$ cat config.mk
export PLATFORM = sky130hd
export DESIGN_NAME = program_encoder
export DESIGN_NICKNAME = d
export VERILOG_FILES = /design/src/rtl/program_encoder.sv
export SDC_FILE = /design/constraint.sdc
export NUM_CORES = 1
export LEC_CHECK = 0
export CORE_MARGIN = 2
export CORE_UTILIZATION = 45
export DETAILED_ROUTE_END_ITERATION = 6
export GPL_ROUTABILITY_DRIVEN = 0
export PLACE_DENSITY = 0.71
export SLEW_MARGIN = 25
export SYNTH_ARGS = -nofsm -noshare
export SYNTH_HDL_FRONTEND = slang
export SYNTH_SLANG_ARGS = --single-unit
$ cat constraint.sdc
create_clock -name clk -period 3 [get_ports clk]
set_input_delay 0.6 -clock clk [delete_from_list [all_inputs] [get_ports clk]]
set_output_delay 0.6 -clock clk [all_outputs]
set_load 0.05 [all_outputs]
$ cat src/rtl/program_encoder.sv
// Packs instruction field bundles into 16-bit ISA words and streams them through a
// small FIFO into program memory. Optional macro: PROGRAM_ENCODER_OVERFLOW_CHECK_EN.
module program_encoder #(
    parameter int PROGRAM_MEM_ADDR_BITS = 8,
    parameter int PROGRAM_DEPTH         = 256,
    parameter int FIFO_DEPTH            = 4
) (
    input  logic                             clk,
    input  logic                             reset,
    input  logic                             start,
    input  logic [PROGRAM_MEM_ADDR_BITS-1:0] base_addr,
    input  logic                             in_valid,
    output logic                             in_ready,
    input  logic [3:0]                       in_opcode,
    input  logic [3:0]                       in_rd,
    input  logic [3:0]                       in_rs,
    input  logic [3:0]                       in_rt,
    input  logic [2:0]                       in_nzp,
    input  logic [7:0]                       in_imm,
    input  logic                             in_last,
    output logic                             mem_write_valid,
    output logic [PROGRAM_MEM_ADDR_BITS-1:0] mem_write_address,
    output logic [15:0]                      mem_write_data,
    input  logic                             mem_write_ready,
    output logic                             busy,
    output logic                             done,
    output logic                             error,
    output logic [PROGRAM_MEM_ADDR_BITS:0]   word_count
);
    localparam int PTR_BITS = $clog2(FIFO_DEPTH);

    localparam logic [1:0] ST_IDLE   = 2'd0;
    localparam logic [1:0] ST_ACCEPT = 2'd1;
    localparam logic [1:0] ST_DRAIN  = 2'd2;
    localparam logic [1:0] ST_DONE   = 2'd3;

    logic [1:0]                       state;
    logic [15:0]                      fifo_mem [FIFO_DEPTH];
    logic [PTR_BITS-1:0]              wr_ptr;
    logic [PTR_BITS-1:0]              rd_ptr;
    logic [PTR_BITS:0]                fifo_count;
    logic [PROGRAM_MEM_ADDR_BITS-1:0] addr;

    logic fifo_empty, fifo_full, start_ok, accept, illegal, push, pop;
    logic write_fire, write_blocked;

    function automatic logic [15:0] encode(input logic [3:0] op, input logic [3:0] rd,
                                           input logic [3:0] rs, input logic [3:0] rt,
                                           input logic [2:0] nzp, input logic [7:0] imm);
        logic [15:0] word;
        case (op)
            4'b0001, 4'b1011:                   word = {op, nzp, 1'b0, imm};
            4'b0010, 4'b0011, 4'b0100, 4'b0101,
            4'b0110, 4'b0111, 4'b1000:          word = {op, rd, rs, rt};
            4'b1001:                            word = {op, rd, imm};
            4'b1010:                            word = {op, rd, rs, nzp, 1'b0};
            default:                            word = {op, 12'h000};
        endcase
        return word;
    endfunction

    assign fifo_empty = (fifo_count == '0);
    assign fifo_full  = (fifo_count == (PTR_BITS+1)'(FIFO_DEPTH));
    assign start_ok   = start && (state == ST_IDLE || state == ST_DONE);
    assign in_ready   = (state == ST_ACCEPT) && !fifo_full;
    assign accept     = in_valid && in_ready;
    assign illegal    = (in_opcode == 4'b1101) || (in_opcode == 4'b1110);
    assign push       = accept && !illegal;

`ifdef PROGRAM_ENCODER_OVERFLOW_CHECK_EN
    localparam logic [PROGRAM_MEM_ADDR_BITS:0] DEPTH_LIMIT = (PROGRAM_MEM_ADDR_BITS+1)'(PROGRAM_DEPTH);
    logic addr_wrapped;

    // Once the address has wrapped or left the program, remaining words are dropped.
    assign write_blocked = !fifo_empty && (addr_wrapped || {1'b0, addr} >= DEPTH_LIMIT);
`else
    assign write_blocked = 1'b0;
`endif

    assign mem_write_valid   = !fifo_empty && !write_blocked;
    assign write_fire        = mem_write_valid && mem_write_ready;
    assign pop               = write_fire || write_blocked;
    assign mem_write_address = addr;
    // Gate the head so stale, never-reset storage never leaks onto the bus.
    assign mem_write_data    = mem_write_valid ? fifo_mem[rd_ptr] : 16'h0000;
    assign busy              = (state == ST_ACCEPT) || (state == ST_DRAIN);

    // NOTE: FIFO storage is deliberately not reset; the count and pointers define validity.
    always_ff @(posedge clk) begin
        if (push) begin
            fifo_mem[wr_ptr] <= encode(in_opcode, in_rd, in_rs, in_rt, in_nzp, in_imm);
        end
    end

    always_ff @(posedge clk) begin
        if (reset) begin
            state      <= ST_IDLE;
            wr_ptr     <= '0;
            rd_ptr     <= '0;
            fifo_count <= '0;
            addr       <= '0;
            word_count <= '0;
            error      <= 1'b0;
            done       <= 1'b0;
`ifdef PROGRAM_ENCODER_OVERFLOW_CHECK_EN
            addr_wrapped <= 1'b0;
`endif
        end else begin
            case (state)
                ST_ACCEPT: if (accept && in_last) state <= ST_DRAIN;
                ST_DRAIN:  if (fifo_empty) begin
                               state <= ST_DONE;
                               done  <= 1'b1;
                           end
                default:   ;
            endcase

            if (push) wr_ptr <= wr_ptr + 1'b1;
            if (pop)  rd_ptr <= rd_ptr + 1'b1;
            case ({push, pop})
                2'b10:   fifo_count <= fifo_count + 1'b1;
                2'b01:   fifo_count <= fifo_count - 1'b1;
                default: ;
            endcase

            if (start_ok) begin
                state      <= ST_ACCEPT;
                addr       <= base_addr;
                word_count <= '0;
                error      <= 1'b0;
                done       <= 1'b0;
`ifdef PROGRAM_ENCODER_OVERFLOW_CHECK_EN
                addr_wrapped <= 1'b0;
`endif
            end else begin
                if (write_fire) begin
                    addr       <= addr + 1'b1;
                    word_count <= word_count + 1'b1;
`ifdef PROGRAM_ENCODER_OVERFLOW_CHECK_EN
                    if (&addr) addr_wrapped <= 1'b1;
`endif
                end
                if ((accept && illegal) || write_blocked) error <= 1'b1;
            end
        end
    end

endmodule

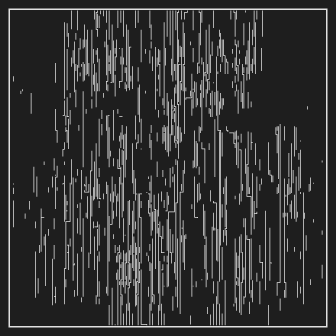
**Above:** run 1 (the metal 2 layer).
main direction: vertical
nets with wire on the layer: 390

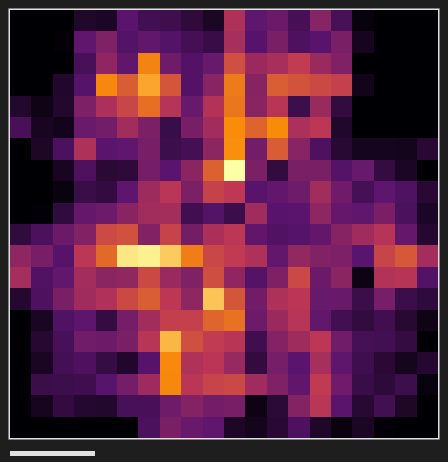
**Above:** run 1 (wiring heat map).
The bar under the picture is 20 microns long. The die is cut into 20 by 20 equal tiles; black is low, pale yellow is high, scaled to the fullest tile. Values are wire area over tile area, all layers added.
tiles over half the peak: 14%
mean over tiles: 0.13
emptiest ninth of the die: top right
nearly empty tiles: 14%
drt wl/cell: 16.4 microns
total track usage: 18.2%
total number of vias: 2,810
total wirelength of the detailed-routed design: 8.59 mm

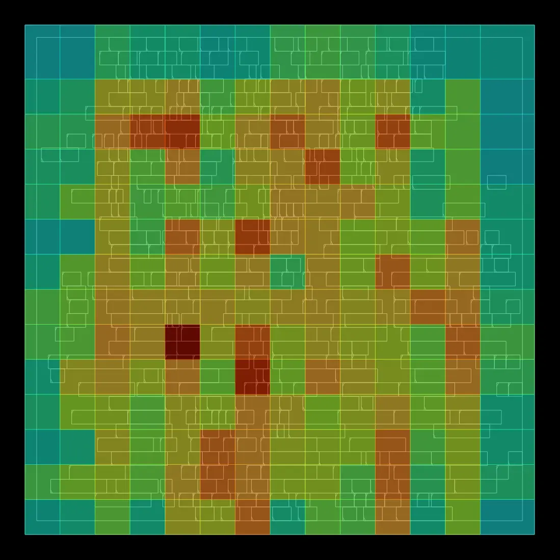
**Above:** run 1 (routing congestion).
global-route layer with the greatest usage: met2
met3 Track Usage GR: 3.41%

==> run summary, run 1 <==
The run has ended; figures from its reports follow.

The die is 100 microns wide. The final critical-path setup slack came out at 245 ps. Following the worst setup path forward leads to its endpoint at in_ready.

In this run the critical path is formed by or3b_1 > and2_4 > clkdlybuf4s50_1. TritonCTS built the clock tree. The async set or reset register ratio after synthesis is 0%.

The run finished with clean final reports. The number of post-CTS setup repair buffers came out at 0. The number of failing hold endpoints at the final stage came out at 0.

The terminus of the critical flop-to-flop path is fifo_count[2]$_SDFFE_PP0P_. The post-synth register bit count is 94. The later-pin clock latency in the skew report came out at 370 ps. The part of the total power dissipated in the clock network is 19.7%. The number of top-level design ports is 79.

STA shows the worst min-delay path finishing at done$_SDFFE_PP0P_. The slowest stage of the critical path is the sky130_fd_sc_hd__clkdlybuf4s50_1 cell. The number of DRC violations after detailed routing is 0.

The share of the clock period used by the worst path is 91.8%. The final antenna-violating net count came out at 0. The number of gates resized after cts came out at 0. The family with the most delay on the worst path is buffers and inverters. The internal power is 2.44 mW. The worst clock skew on the final layout is 15.8 ps. The level count of the clock H-tree came out at 3.

The kind of path behind the tightest hold check is flip-flop to flip-flop. The via count of the first global-routing pass is 2,807. Per the post-run analysis, buffers plus inverters along the critical path come to 1. The combinational cell power is 1.62 mW. The count of cell instances traversed by the critical path came out at 3. Looking at the group totals, the largest power group turns out to be sequential cells.

Per the post-CTS timing run, clock transition at the registers of the reported paths is 100 ps. The transition at the pin with the smallest max-transition slack is 544 ps. Before placement the cells fill 45.9% of the core. Tracing the worst setup path back leads to its startpoint at fifo_count[2]$_SDFFE_PP0P_. The first detailed-routing pass took 5 iterations. Setup repair after global routing left no endpoint under its margin. The clock buffer count from CTS is 9.

In the synthesized netlist the dominant register cell turns out to be sky130_fd_sc_hd__edfxtp_1. The fraction of final layout cells with drive strength greater than 1 is 17.0%. The report lists the power per cell area as 758 nW/um^2. The worst register-to-register path has a depth of 10.

The mean instance size in the synthesized netlist is 13.3 sq um. The delay contributed by the slowest stage of the critical path came out at 700 ps. By startpoint and endpoint, the worst setup path is classified as flip-flop to primary output. The script logs the ratio of routed vias to standard cells as 5.37.

The type of element launching the critical path is a flip-flop. The worst setup slack before clock tree synthesis is 116 ps. The synthesized netlist occupies a cell area of 4180 sq um. After routing, the total negative slack on setup checks comes to 0 ps.
[run 1: routing by layer]
layer  GRT usage [%]  part of all wire (%)
met1            23.3                    43
met2            30.4                    51
met3            3.41                   5.2
met4            7.80                   1.3
met5               0                     0
[run 1: cell families after synthesis]
group	share of synthesized area (%)
compound gates	9.07
xor+xnor	4.19
fa+ha+maj	3.17
buf+inv	2.72
flops	60.4
mux	8.86
simple gates	11.6
[run 1: state kept, by name, summed over array words and instances, names as in the netlist, named ones only]
register           cells
fifo_mem              64
word_count             9
mem_write_address      8
fifo_count             3
rd_ptr                 2
state                  2
wr_ptr                 2
done                   1
error                  1
[run 1: Yosys cell counts, types with 2 or more instances]
library cell | instances | share of area [%]
sky130_fd_sc_hd__clkbuf_1 | 8 | 0.72
sky130_fd_sc_hd__and2_1 | 20 | 3.0
sky130_fd_sc_hd__a21oi_1 | 13 | 1.6
sky130_fd_sc_hd__o21ai_0 | 11 | 1.3
sky130_fd_sc_hd__nor2_1 | 22 | 2.0
sky130_fd_sc_hd__a22o_1 | 5 | 1.0
sky130_fd_sc_hd__xnor2_1 | 11 | 2.3
sky130_fd_sc_hd__dfxtp_1 | 30 | 14
sky130_fd_sc_hd__nand4_1 | 4 | 0.60
sky130_fd_sc_hd__mux4_2 | 16 | 8.6
sky130_fd_sc_hd__edfxtp_1 | 64 | 46
sky130_fd_sc_hd__a21o_1 | 3 | 0.54
sky130_fd_sc_hd__a311oi_1 | 3 | 0.63
sky130_fd_sc_hd__ha_1 | 9 | 2.7
sky130_fd_sc_hd__nand3_1 | 9 | 1.1
sky130_fd_sc_hd__a221oi_1 | 3 | 0.63
sky130_fd_sc_hd__or3_1 | 2 | 0.30
sky130_fd_sc_hd__or4b_1 | 2 | 0.48
sky130_fd_sc_hd__nand2_1 | 15 | 1.3
sky130_fd_sc_hd__nor3b_1 | 2 | 0.36
sky130_fd_sc_hd__buf_2 | 4 | 0.48
sky130_fd_sc_hd__a31oi_1 | 3 | 0.45
sky130_fd_sc_hd__nand2b_1 | 4 | 0.60
sky130_fd_sc_hd__nor2b_1 | 2 | 0.30
sky130_fd_sc_hd__a222oi_1 | 3 | 0.72
sky130_fd_sc_hd__nor3_1 | 4 | 0.48
sky130_fd_sc_hd__xor2_1 | 9 | 1.9
sky130_fd_sc_hd__inv_1 | 14 | 1.3
[run 1: area by class of cell]
class	count	area (sq um)	area share, %
timing repair buffer	95	868	16.3
multi-input combinational	192	1540	29.0
clock buffer	9	124	2.33
sequential	94	2520	47.5
tap	111	139	2.61
inverter	15	56.3	1.06
clock inverter	7	61.3	1.15
[run 1: stage by stage]
| step | utilization [%] | std cells | cell area [sq um] | hold slack (ps) | power [mW] |
|---|---|---|---|---|---|
| 3_3_place_gp | 56.3 | 507 | 5130 | 468 | 3.26 |
| 3_5_place_dp | 56.3 | 507 | 5130 | 471 | 3.28 |
| 4_1_cts | 58.3 | 523 | 5310 | 498 | 4.08 |
| 5_1_grt | 58.3 | 523 | 5310 | 542 | 4.23 |
| 6_report | 58.3 | 523 | 5310 | 499 | 4.03 |
| 2_1_floorplan | - | 314 | 4180 | 453 | 2.75 |
==> run 1 -> run 2 <==
--- a/config.mk
+++ b/config.mk
@@ -7,6 +7,7 @@
 export LEC_CHECK = 0
 export CORE_MARGIN = 2
 export CORE_UTILIZATION = 45
+export CTS_CLUSTER_DIAMETER = 100
 export DETAILED_ROUTE_END_ITERATION = 6
 export GPL_ROUTABILITY_DRIVEN = 0
 export PLACE_DENSITY = 0.71
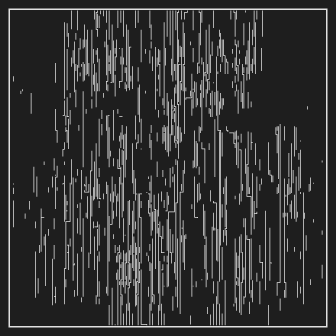
**Above:** run 2 (the metal 2 layer).
nets with wire on the layer: 390
wire length on this layer: 4,360 microns
share of all routed wire: 51%

==> run 2 against run 1 <==
  * Critical path type unchanged
  * Clock-buffer cell count stayed put
  * Die area stayed put
  * Non-clock buffer count stayed put
  * Critical endpoint unchanged
  * Utilization stayed put
  * Final area stayed put
  * Worst setup slack stayed put
  * Synthesized cell count stayed put
  * Power stayed put
  * Clock skew stayed put
  * Area after synthesis stayed put
  * Largest cell class unchanged
  * Sequential power hardly changed
  * Highest routed layer unchanged
==> run summary, run 2 <==
The run has ended; figures from its reports follow.

The iteration-0 DRC count of the detailed router came out at 153 (unchanged). The number of top-level design ports came out at 79 (unchanged). The setup total negative slack came to 0 ps (unchanged). The most used standard cell by instance count after synthesis is sky130_fd_sc_hd__edfxtp_1 (unchanged). The critical path capture point type is a primary output (unchanged).

The transition at the pin with the smallest max-transition slack is 544 ps (unchanged). The arrival time at the worst endpoint came out at 2150 ps (about the same). The synthesized netlist cell count is 314 (unchanged). The count of warning messages emitted by the tools was 30 (unchanged). The later-pin clock latency in the skew report is 370 ps (about the same). The fraction of the core area occupied by cells at floorplan is 45.9% (unchanged).

The kind of critical path is flip-flop to primary output (unchanged). The number of failing hold endpoints at the final stage is 0 (unchanged). The number of flip-flops under the largest register name came out at 64 (unchanged).

The total cells reported by yosys after synthesis was 314 (unchanged). The post-synth tally of flip-flops with integrated enable came out at 64 (unchanged). The distinct cell type count of the synthesized netlist is 47 (unchanged). The post-synth design cell area is 4180 sq um (unchanged).

The net count entering floorplan came out at 365 (unchanged). The fraction of final layout cells with drive strength greater than 1 is 17.0% (unchanged). The core area is 9110 sq um (unchanged). Most frequent cells in the layout: sky130_fd_sc_hd__edfxtp_1 (64), sky130_fd_sc_hd__clkdlybuf4s50_1 (62), sky130_fd_sc_hd__buf_4 (33), sky130_fd_sc_hd__dfxtp_1 (30), sky130_fd_sc_hd__nor2_1 (22) (unchanged).

The routed via count is 2,810 (unchanged). The area added between synthesis and finish came to 27.2% (unchanged). The portion of synthesized cell area occupied by the leading cell type came out at 46.0% (unchanged).

The global-route wire length before repair is 14.0 mm (unchanged). The number of optimization iterations in the first detailed-route pass is 5 (unchanged). The maximum fanout count along the critical path is 7 (unchanged).

The TritonCTS sink count is 94 (unchanged). The level count of the clock H-tree came to 3 (unchanged). Most common library cells after synthesis: sky130_fd_sc_hd__edfxtp_1 (64), sky130_fd_sc_hd__dfxtp_1 (30), sky130_fd_sc_hd__nor2_1 (22), sky130_fd_sc_hd__and2_1 (20), sky130_fd_sc_hd__mux4_2 (16) (unchanged). The required time at the worst-slack endpoint came out at 2400 ps (about the same). The total leakage power is 1.88 nW (unchanged). The async set or reset register ratio after synthesis came out at 0% (unchanged). The overall global routing resource usage is 18.2% (unchanged). The share of the clock period used by the worst path came out at 91.8% (unchanged). The number of gates resized after cts is 0 (unchanged).

The power per cell area came out at 758 nW/um^2 (unchanged). The number of DRC violations after detailed routing was 0 (unchanged). The number of post-CTS setup repair buffers is 0 (unchanged). The flip-flop and latch count after synthesis is 94 (unchanged).

The sequential area share after synthesis is 60.4% (unchanged). The largest area contributor in the netlist is sky130_fd_sc_hd__edfxtp_1 (unchanged). The total of max-cap violations is 0 (unchanged). RSZ-0062 raised after global routing: false (unchanged).

The maximum number of pins on one net before global-route repair is 19 (unchanged). The post-detailed-placement half-perimeter wirelength is 5.97 mm (unchanged). The number of pins exceeding their max-slew limit in the final report is 0 (unchanged). The horizontal die size is 100 microns (unchanged).

The total overflow reported by the global router is 0 (unchanged). The CTS tree is done (unchanged). The register with the highest flop count is fifo_mem (unchanged). The worst clock skew on the final layout came out at 15.8 ps (unchanged). The routed length per instance is 16.4 microns (unchanged). The dominant register cell in the synthesized netlist is sky130_fd_sc_hd__edfxtp_1 (unchanged).

The worst slew margin relative to its limit is 63.4% (unchanged). The mean instance size in the synthesized netlist was 13.3 sq um (unchanged). The count of hold-fix buffers inserted at cts is 0 (unchanged). The maximum resistive drop on vdd is 0.309 mV (unchanged). The net count of the finished layout is 458 (unchanged). The chip area came out at 10,100 sq um (unchanged). Top area cells in the synthesized netlist: sky130_fd_sc_hd__edfxtp_1 (46%), sky130_fd_sc_hd__dfxtp_1 (14%), sky130_fd_sc_hd__mux4_2 (8.6%), sky130_fd_sc_hd__and2_1 (3.0%), sky130_fd_sc_hd__ha_1 (2.7%) (unchanged). The most frequent logic cell in the layout is sky130_fd_sc_hd__edfxtp_1 (unchanged). The height of the chip is 100 microns (unchanged). Result of the run: completed (unchanged).

The root buffer cell is sky130_fd_sc_hd__clkbuf_8 (unchanged). The post-detailed-routing wire length came to 8.59 mm (unchanged). The library cell contributing the largest single delay on the critical path was sky130_fd_sc_hd__clkdlybuf4s50_1 (unchanged). The clock buffer count from CTS was 9 (unchanged). Crit path cell chain: or3b_1 > and2_4 > clkdlybuf4s50_1 (unchanged).

The number of failing setup endpoints in the final timing report came out at 0 (unchanged). The delay contributed by the slowest stage of the critical path came out at 700 ps (about the same). The type of element launching the critical path was a flip-flop (unchanged). The via count of the first global-routing pass came to 2,807 (unchanged). The end-of-flow core utilization is 58.3% (unchanged). The final critical path time including I/O delays and setup is 2750 ps (unchanged). The kind of path behind the tightest hold check is flip-flop to flip-flop (unchanged). The clock-pin slew of the registers on the worst-case setup and hold paths came out at 100 ps (about the same). The number of standard-cell rows in the floorplan was 35 (unchanged). The number of vias per cell after detailed routing came to 5.37 (unchanged).

The final antenna-violating net count came to 0 (unchanged). The initial antenna violation count is 0 (unchanged).
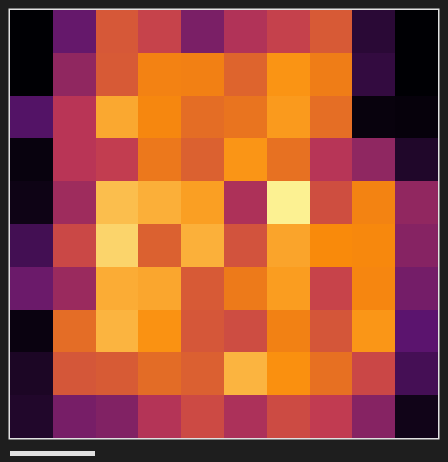
**Above:** run 2 (cell density map).
The bar under the picture is 20 microns long. The die is cut into 10 by 10 equal tiles; black is low, pale yellow is high, 0 to 100% covered.
mean over tiles: 51%
tiles over 75% full: 19%
emptiest ninth of the die: top right
fullest tile: 97%
nearly empty tiles: 5.0%
densest ninth of the die: middle

[run 2: cell counts in the layout (fill, tap and decap cells not counted)]
Identical to the previous run, type by type.
[run 2: critical path, delay by kind of cell, from the launching register on]
kind                   cells  cell delay [ps]
and+or+nand+nor            2              590
buffers and inverters      1              700
DFF                        1              510
[run 2: metrics by stage]
step / cell area (sq um) / worst slack (ps) / hold WS [ps] / std cells / power (mW)
2_1_floorplan: 4180 / 616 / 453 / 314 / 2.75
3_3_place_gp: 5130 / 203 / 468 / 507 / 3.26
3_5_place_dp: 5130 / 116 / 471 / 507 / 3.28
4_1_cts: 5310 / 232 / 498 / 523 / 4.08
5_1_grt: 5310 / 170 / 542 / 523 / 4.23
6_report: 5310 / 245 / 499 / 523 / 4.03
[run 2: per-layer routing]
layer | wire length (microns) | GRT usage (%) | vias to the layer above | part of all wire (%)
met5 | 0 | 0 | - | 0
met4 | 109 | 7.80 | 0 | 1.3
met3 | 443 | 3.41 | 10 | 5.2
li1 | - | - | 1357 | -
met2 | 4360 | 30.4 | 66 | 51
met1 | 3670 | 23.3 | 1377 | 43
[run 2: final timing paths]
| path | start | endpoint | slack (ps) | depth (start not counted) |
|---|---|---|---|---|
| max | fifo_count[2]$_SDFFE_PP0P_ | in_ready | 250 | 3 |
| min | done$_SDFFE_PP0P_ | done$_SDFFE_PP0P_ | 500 | 2 |
| max reg2reg | fifo_count[2]$_SDFFE_PP0P_ | fifo_count[2]$_SDFFE_PP0P_ | 550 | 10 |
| min reg2reg | done$_SDFFE_PP0P_ | done$_SDFFE_PP0P_ | 500 | 2 |
[run 2: layout make-up]
type / instances / area, sq um
Timing Repair Buffer: 95 / 868
Fill cell: 776 / 3790
Clock buffer: 9 / 124
Clock inverter: 7 / 61.3
Sequential cell: 94 / 2520
Tap cell: 111 / 139
Multi-Input combinational cell: 192 / 1540
Inverter: 15 / 56.3
[run 2: logic make-up after synthesis]
family,Yosys count,share of synthesized area (%)
DFF,94,60.4
adders and majority gates,10,3.17
xor gates and xnor gates,20,4.19
muxes,17,8.86
and+or+nand+nor,91,11.6
AOI/OAI and AO/OA,54,9.07
buffers and inverters,28,2.72
[run 2: where the power goes]
| group | total (mW) | internal (mW) | switching, mW |
|---|---|---|---|
| sequential | 1.62 | 1.52 | 0.0995 |
| clock | 0.796 | 0.319 | 0.477 |
| combinational | 1.62 | 0.602 | 1.02 |
Power figures rest on the tool's default switching activity, not on a simulated workload.
